==> run_1/port_trees.png <==
(8 px per um)
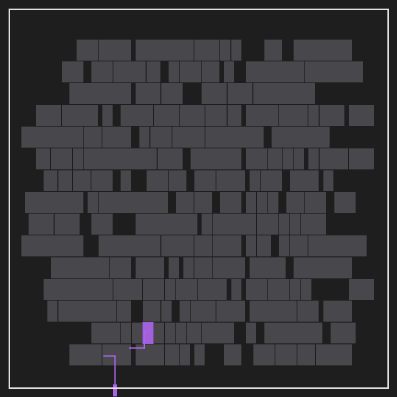
==> run_1/layers.png <==
(8 px per um)
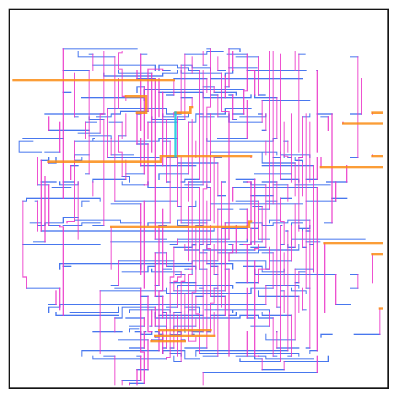
==> run_1/ff_map.png <==
(6 px per um) Other sequential cells in the stronger gray, the rest of the logic in the fainter gray.
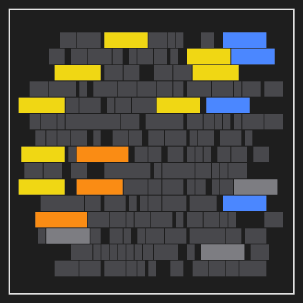
==> run_1/m2.png <==
(6 px per um)
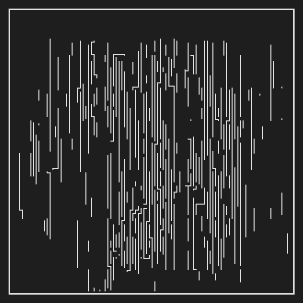
--- config.mk ---
export PLATFORM = sky130hd
export DESIGN_NAME = hbridge_driver
export DESIGN_NICKNAME = d
export VERILOG_FILES = /design/src/rtl/hbridge_pkg.sv /design/src/rtl/hbridge_driver_dead_timer.sv /design/src/rtl/hbridge_driver.sv
export SDC_FILE = /design/constraint.sdc
export NUM_CORES = 1
export LEC_CHECK = 0
export ABC_AREA = 1
export ABC_CLOCK_PERIOD_IN_PS = 1200
export CORE_UTILIZATION = 45
export DETAILED_ROUTE_END_ITERATION = 8
export PLACE_DENSITY = 0.7
export SLEW_MARGIN = 10
export SYNTH_ARGS = -nofsm -noshare
export SYNTH_HDL_FRONTEND = slang
export SYNTH_SLANG_ARGS = --single-unit
--- constraint.sdc ---
create_clock -name clk -period 1.2 [get_ports clk]
set_input_delay 0.24 -clock clk [delete_from_list [all_inputs] [get_ports clk]]
set_output_delay 0.24 -clock clk [all_outputs]
set_load 0.01 [all_outputs]
--- src/rtl/hbridge_pkg.sv ---
// hbridge_pkg: shared states, gate patterns and defaults for the H-bridge driver
package hbridge_pkg;
  typedef enum logic [2:0] {OFF, FREE, DT_ON, DRIVE, DT_OFF} state_t;
  localparam logic [3:0] GATES_OFF    = 4'b0000;
  localparam logic [3:0] GATES_FREE   = 4'b0101;
  localparam logic [3:0] GATES_POS    = 4'b1001;
  localparam logic [3:0] GATES_NEG    = 4'b0110;
  localparam logic [3:0] GATES_DT_POS = 4'b0001;
  localparam logic [3:0] GATES_DT_NEG = 4'b0100;
  localparam int DEAD_CYCLES_DEFAULT = 8;
endpackage

--- src/rtl/hbridge_driver_dead_timer.sv ---
// dead_timer: down-counter loaded on dead-time entry; done while it reads zero
module dead_timer #(
  parameter int DEAD_CYCLES = 8,
  parameter int CNT_W = 8
) (
  input  logic clk,
  input  logic reset,
  input  logic load,
  output logic done
);
  logic [CNT_W-1:0] cnt_q, cnt_d;
  always_comb cnt_d = load ? CNT_W'(DEAD_CYCLES - 1) : (cnt_q != '0 ? cnt_q - CNT_W'(1) : cnt_q);
  always_ff @(posedge clk)
    if (reset) cnt_q <= '0;
    else cnt_q <= cnt_d;
  assign done = cnt_q == '0;
endmodule

--- src/rtl/hbridge_driver.sv ---
// hbridge_driver: PWM carrier + sign to four dead-time-protected H-bridge gate drives
module hbridge_driver
  import hbridge_pkg::*;
#(
  parameter int DEAD_CYCLES = DEAD_CYCLES_DEFAULT,
  parameter int CNT_W = 8
) (
  input  logic clk,
  input  logic reset,
  input  logic en,
  input  logic wave_out,
  input  logic sign,
  input  logic fault_in,
  input  logic fault_clr,
  output logic A,
  output logic B,
  output logic C,
  output logic D,
  output logic fault_latched,
  output logic pulse_drop
);
  state_t state_q, state_d;
  logic s_q, s_d;
  logic [3:0] gates_q, gates_d;
  logic fault_latched_q, fault_latched_d;
  logic pulse_drop_q, pulse_drop_d;
  logic load, done;
  dead_timer #(.DEAD_CYCLES(DEAD_CYCLES), .CNT_W(CNT_W)) u_timer (
    .clk(clk), .reset(reset), .load(load), .done(done)
  );
  always_comb begin
    state_d = state_q;
    s_d = s_q;
    load = 1'b0;
    pulse_drop_d = 1'b0;
    fault_latched_d = fault_in | (fault_latched_q & ~fault_clr);
    if (fault_in | ~en) state_d = OFF;
    else
      case (state_q)
        OFF:    if (!fault_latched_q) state_d = FREE;
        FREE:   if (wave_out) begin state_d = DT_ON; s_d = sign; load = 1'b1; end
        // a pulse that ends before the dead time expires never reaches the high side
        DT_ON:  if (!wave_out) begin state_d = FREE; pulse_drop_d = 1'b1; end
                else if (done) state_d = DRIVE;
        DRIVE:  if (!wave_out) begin state_d = DT_OFF; load = 1'b1; end
        DT_OFF: if (done) state_d = FREE;
        default: state_d = OFF;
      endcase
    gates_d = state_d == FREE ? GATES_FREE :
              state_d == DRIVE ? (s_d ? GATES_NEG : GATES_POS) :
              (state_d == DT_ON || state_d == DT_OFF) ? (s_d ? GATES_DT_NEG : GATES_DT_POS) :
              GATES_OFF;
  end
  always_ff @(posedge clk)
    if (reset) begin
      state_q <= OFF;
      s_q <= 1'b0;
      gates_q <= GATES_OFF;
      fault_latched_q <= 1'b0;
      pulse_drop_q <= 1'b0;
    end else begin
      state_q <= state_d;
      s_q <= s_d;
      gates_q <= gates_d;
      fault_latched_q <= fault_latched_d;
      pulse_drop_q <= pulse_drop_d;
    end
  assign {A, B, C, D} = gates_q;
  assign fault_latched = fault_latched_q;
  assign pulse_drop = pulse_drop_q;
endmodule
==> impl_metrics.toml, run 1 <==
# physical design summary
[final_timing]
hold_ws_ps = 355
period_minus_slack_ps = 1280
fin_ws_ps = -84.0
hold_violations = 0
setup-violations-final = 11

[detailed_routing]
met1_length_um = 1070
drtPass1Iterations = 4
drc = 0

[layout]
area_growth_syn_to_layout_pct = 56.3
final_common_cell = "buf_4"
layout-drive-gt1-share_pct = 51.9
finalNonFillerCells = 183
fin_nets = 169

[synth]
synthFlopType = "dfxtp_1"
ys_ff = 18
edf_count = 0
ys_chip_area_sq_um = 918
syn_inst = 119
synth_seq_share_pct = 39.2
synthesis.nets = 128
top_area_share_pct = 39.2
area_leaders = "dfxtp_1, nand2_1, nor2_1, inv_1, nand3_1"
yosys_cells = 119

[floorplanning]
die_x_um = 47.2
die_area_sq_um = 2230
fp-utilization_pct = 50.4
fp.dieH_um = 47.2

[clock_network]
worstSkewPairLatency_ps = 290
root_buffer = "clkbuf_4"
tritoncts = "done"
cts_hold_buf = 0

[worst_setup_path]
ff2ff_path_depth = 9
crit_path_start = "state_q[1]"
crit_path_start_kind = "flop"
path_class = "reg2reg"
path_max_fanout = 4

[outcome]
status = "finished with violations"
failed_checks = "setup timing"

[power]
power_mw = 2.83
power_density_nw_per_um2 = 1970

[global_route]
grt-ovfl-total = 0
antenna_found_initial = 0
grt_max_degree = 10

[placement]
placedCellCount = 172
detailedPlace.worstSlack_ps = -333
hpwlAfterDp_um = 1490
routabilityCongestion = 0.877
## Picture notes: port_trees.png
[purple] fault_in | bits: 1 | direction: input | edge: bottom | end cells: 1 | wire: 9.00 um
io pins: 13
IO buf count: 12

## Picture notes: layers.png
[magenta] M2 | wire length: 1300 um
[orange] M3 | wire length: 114 um
[blue] M1 | wire length: 1070 um
[cyan] M4 | wire length: 5.40 um
total track usage: 22.8%
via count: 942
wire length per cell: 13.6 um
DRT Wirelength: 2480 um

## Picture notes: ff_map.png
[yellow] u_timer.cnt_q | placed flops: 8
[orange] state_q | placed flops: 3
[blue] gates_q | placed flops: 4
not colored: 3
area taken by flip-flops and latches: 374 sq um
P_seq: 0.895 mW
sequential share of cell area: 26.1%

## Picture notes: m2.png
longest straight run: 21.8 um
nets with wire on the layer: 148
wire length on this layer: 1300 um
main direction: vertical
share of all routed wire: 52%
met2 GRT Util: 40.8%

## run 1: final cells by class
class                           count  area (sq um)  share of cell area [%]
Clock buffer                        3          22.5                    1.57
Inverter                           17          68.8                    4.80
Multi-Input combinational cell     83           614                    42.8
Sequential cell                    18           374                    26.1
Tap cell                           25          31.3                    2.18
Timing Repair Buffer               37           324                    22.6
## run 1: power breakdown
part	leakage (nW)	internal [mW]	switching, mW
Combinational	0.502	0.821	0.825
Sequential	0.151	0.741	0.154
Clock	0.0138	0.117	0.176
## run 1: flip-flops by register name, summed over array words and instances (netlist names)
| signal | count |
|---|---|
| pulse_drop | 1 |
| fault_latched | 1 |
| state_q | 3 |
| s_q | 1 |
| u_timer.cnt_q | 8 |
| gates_q | 4 |
## run 1: logic make-up after synthesis
logic type / count (synthesis) / synth area share (%)
fa+ha+maj: 2 / 2.72
flops: 18 / 39.2
simple gates: 60 / 34.6
xor+xnor: 5 / 4.77
compound gates: 16 / 11.3
buf+inv: 18 / 7.36
## run 1: final timing paths
kind | endpoint | slack, ps
min reg2reg | fault_latched | 490
min | pulse_drop | 360
max reg2reg | gates_q[1] | -80
max | gates_q[1] | -80
## run 1: Yosys cell counts (3+ instances only)
library cell,count
a21oi_2,3
nand3_1,8
inv_1,13
nand2_2,4
inv_2,4
nor2_1,14
xor2_1,4
o21ai_1,4
nor2_2,4
a21oi_1,5
dfxtp_1,18
nand2_1,21
## run 1: per-stage QoR
stage                     area (sq um)  TNS [ps]
after floorplan                    918         0
after global placement            1210     -3480
after detailed placement          1210     -3840
after CTS                         1290     -47.3
after global routing              1440     -1310
final                             1440      -389
## run 1: layer usage
metal,up-vias,GRT usage [%]
li1,462,-
met4,0,1.71
met1,457,28.0
met5,-,0
met3,2,6.92
met2,21,40.8
## run 1: what timing repair did
item	in CTS	in global routing
pin swaps	7	10
endpoints found under the setup margin	20	16
setup buffers	1	7
resized	27	29
## run 1: critical path, stage by stage, from the launching register on
cell and delay [ps]:
dfxtp_4 380, buf_6 130, nand2_2 60, inv_1 50, nand2_1 60, nand2_1 70, a21oi_2 140, nand2_2 110
nand2_1 130, nor2_1 60
==> run 2: changes to the inputs <==
Settings changed: CORE_ASPECT_RATIO set to 1.2.
==> run_2/m2.png <==
(6 px per um)
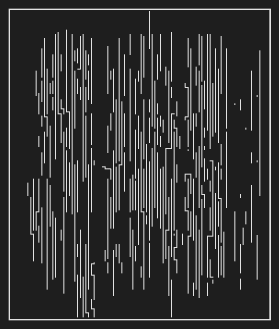
via count: 965
DRT Wirelength: 2620 um
met2 GRT Util: 44.0%

==> run_2/ff_map.png <==
(6 px per um) Other sequential cells in the stronger gray, the rest of the logic in the fainter gray.
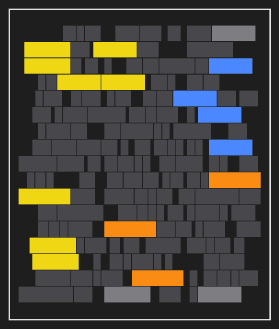
sequential share of cell area: 25.4%
P_seq: 0.882 mW
area taken by flip-flops and latches: 382 sq um

==> impl_metrics.toml, run 2 <==
# physical design summary
[detailed_routing]
drc = 0
drtPass1Iterations = 4

[synth]
synthesis.nets = 128
synthFlopType = "dfxtp_1"
area_leaders = "dfxtp_1, nand2_1, nor2_1, inv_1, nand3_1"
syn_inst = 119
adder_share_pct = 2.72
top_area_share_pct = 39.2
ys_ff = 18
yosys_cells = 119

[clock_network]
worstSkewPairLatency_ps = 290
cts_hold_buf = 0
tritoncts = "done"

[worst_setup_path]
path_class = "reg2reg"
worst-path-buf-inv = 1
path_delay_family = "simple AND/OR/NAND/NOR gates"
crit_path_start_kind = "flop"
reg2reg_setup_slack_ps = -90

[global_route]
grt.total_usage_pct = 23.6
grt_max_degree = 11

[layout]
area_growth_syn_to_layout_pct = 63.8

[floorplanning]
die_area_sq_um = 2230
die_x_um = 43.2
boundaryPins = 13
fp.dieH_um = 51.5

[outcome]
failed_checks = "setup timing"
status = "finished with violations"

[placement]
hpwlAfterDp_um = 1500

[final_timing]
setup-violations-final = 11
fin_ws_ps = -89.6
tns_ps = -420
## run 2: cell counts after synthesis
No cell type changed its count.
## run 2: worst paths after layout
check / to / cells past startpoint
hold reg to reg: fault_latched / 2
setup / recovery: gates_q[3] / 8
hold / removal: pulse_drop / 3
setup reg to reg: gates_q[3] / 8
## run 2: metrics by stage
stage	setup WS [ps]	instances	hold WS, ps	util [%]	cell area, sq um
global placement	-289	165	468	63.0	1180
global route	-161	179	362	80.3	1500
finish	-89.6	179	373	80.3	1500
detailed placement	-333	165	491	63.0	1180
floorplan	7.02	119	319	-	918
CTS	-8.51	176	495	73.5	1380
## run 2: final cells by class
cell class,count,area (sq um)
fillers,128,368
multi-input cells,83,658
inverters,17,66.3
well taps,19,23.8
clock buffers,4,36.3
flip-flops and latches,18,382
repair buffers,38,338
## run 2: worst reg2reg max path, stage by stage (launching register included)
cell and delay [ps]:
dfxtp_2 340, inv_2 80, ha_4 150, nand2_2 70, o21ai_2 160, nand2_1 80
nand2_2 110, nand4_1 100, nor2_1 140
## run 2: cells by family after synthesis
family | after synthesis
AND/OR/NAND/NOR | 60
XOR/XNOR | 5
buffers and inverters | 18
flip-flops | 18
adder cells (fa/ha/maj) | 2
AND-OR/OR-AND | 16
## run 2: report_power, final
group          internal (mW)  switching (mW)  total, mW
logic                  0.787           0.835       1.62
registers              0.746           0.136      0.882
clock network          0.185           0.199      0.384
total                   1.72            1.17       2.89
## run 2: what timing repair did
| item | in CTS | in global routing |
|---|---|---|
| setup buffers | 7 | 3 |
| resized | 42 | 23 |
| pin swaps | 18 | 20 |
| endpoints found under the setup margin | 21 | 16 |
## run 2: routing by layer
layer	share of wire, %	GRT usage (%)
met5	0	0
met2	58	44.0
met3	2.5	3.18
met1	36	23.9
met4	3.5	15.2
Power figures rest on the tool's default switching activity, not on a simulated workload.
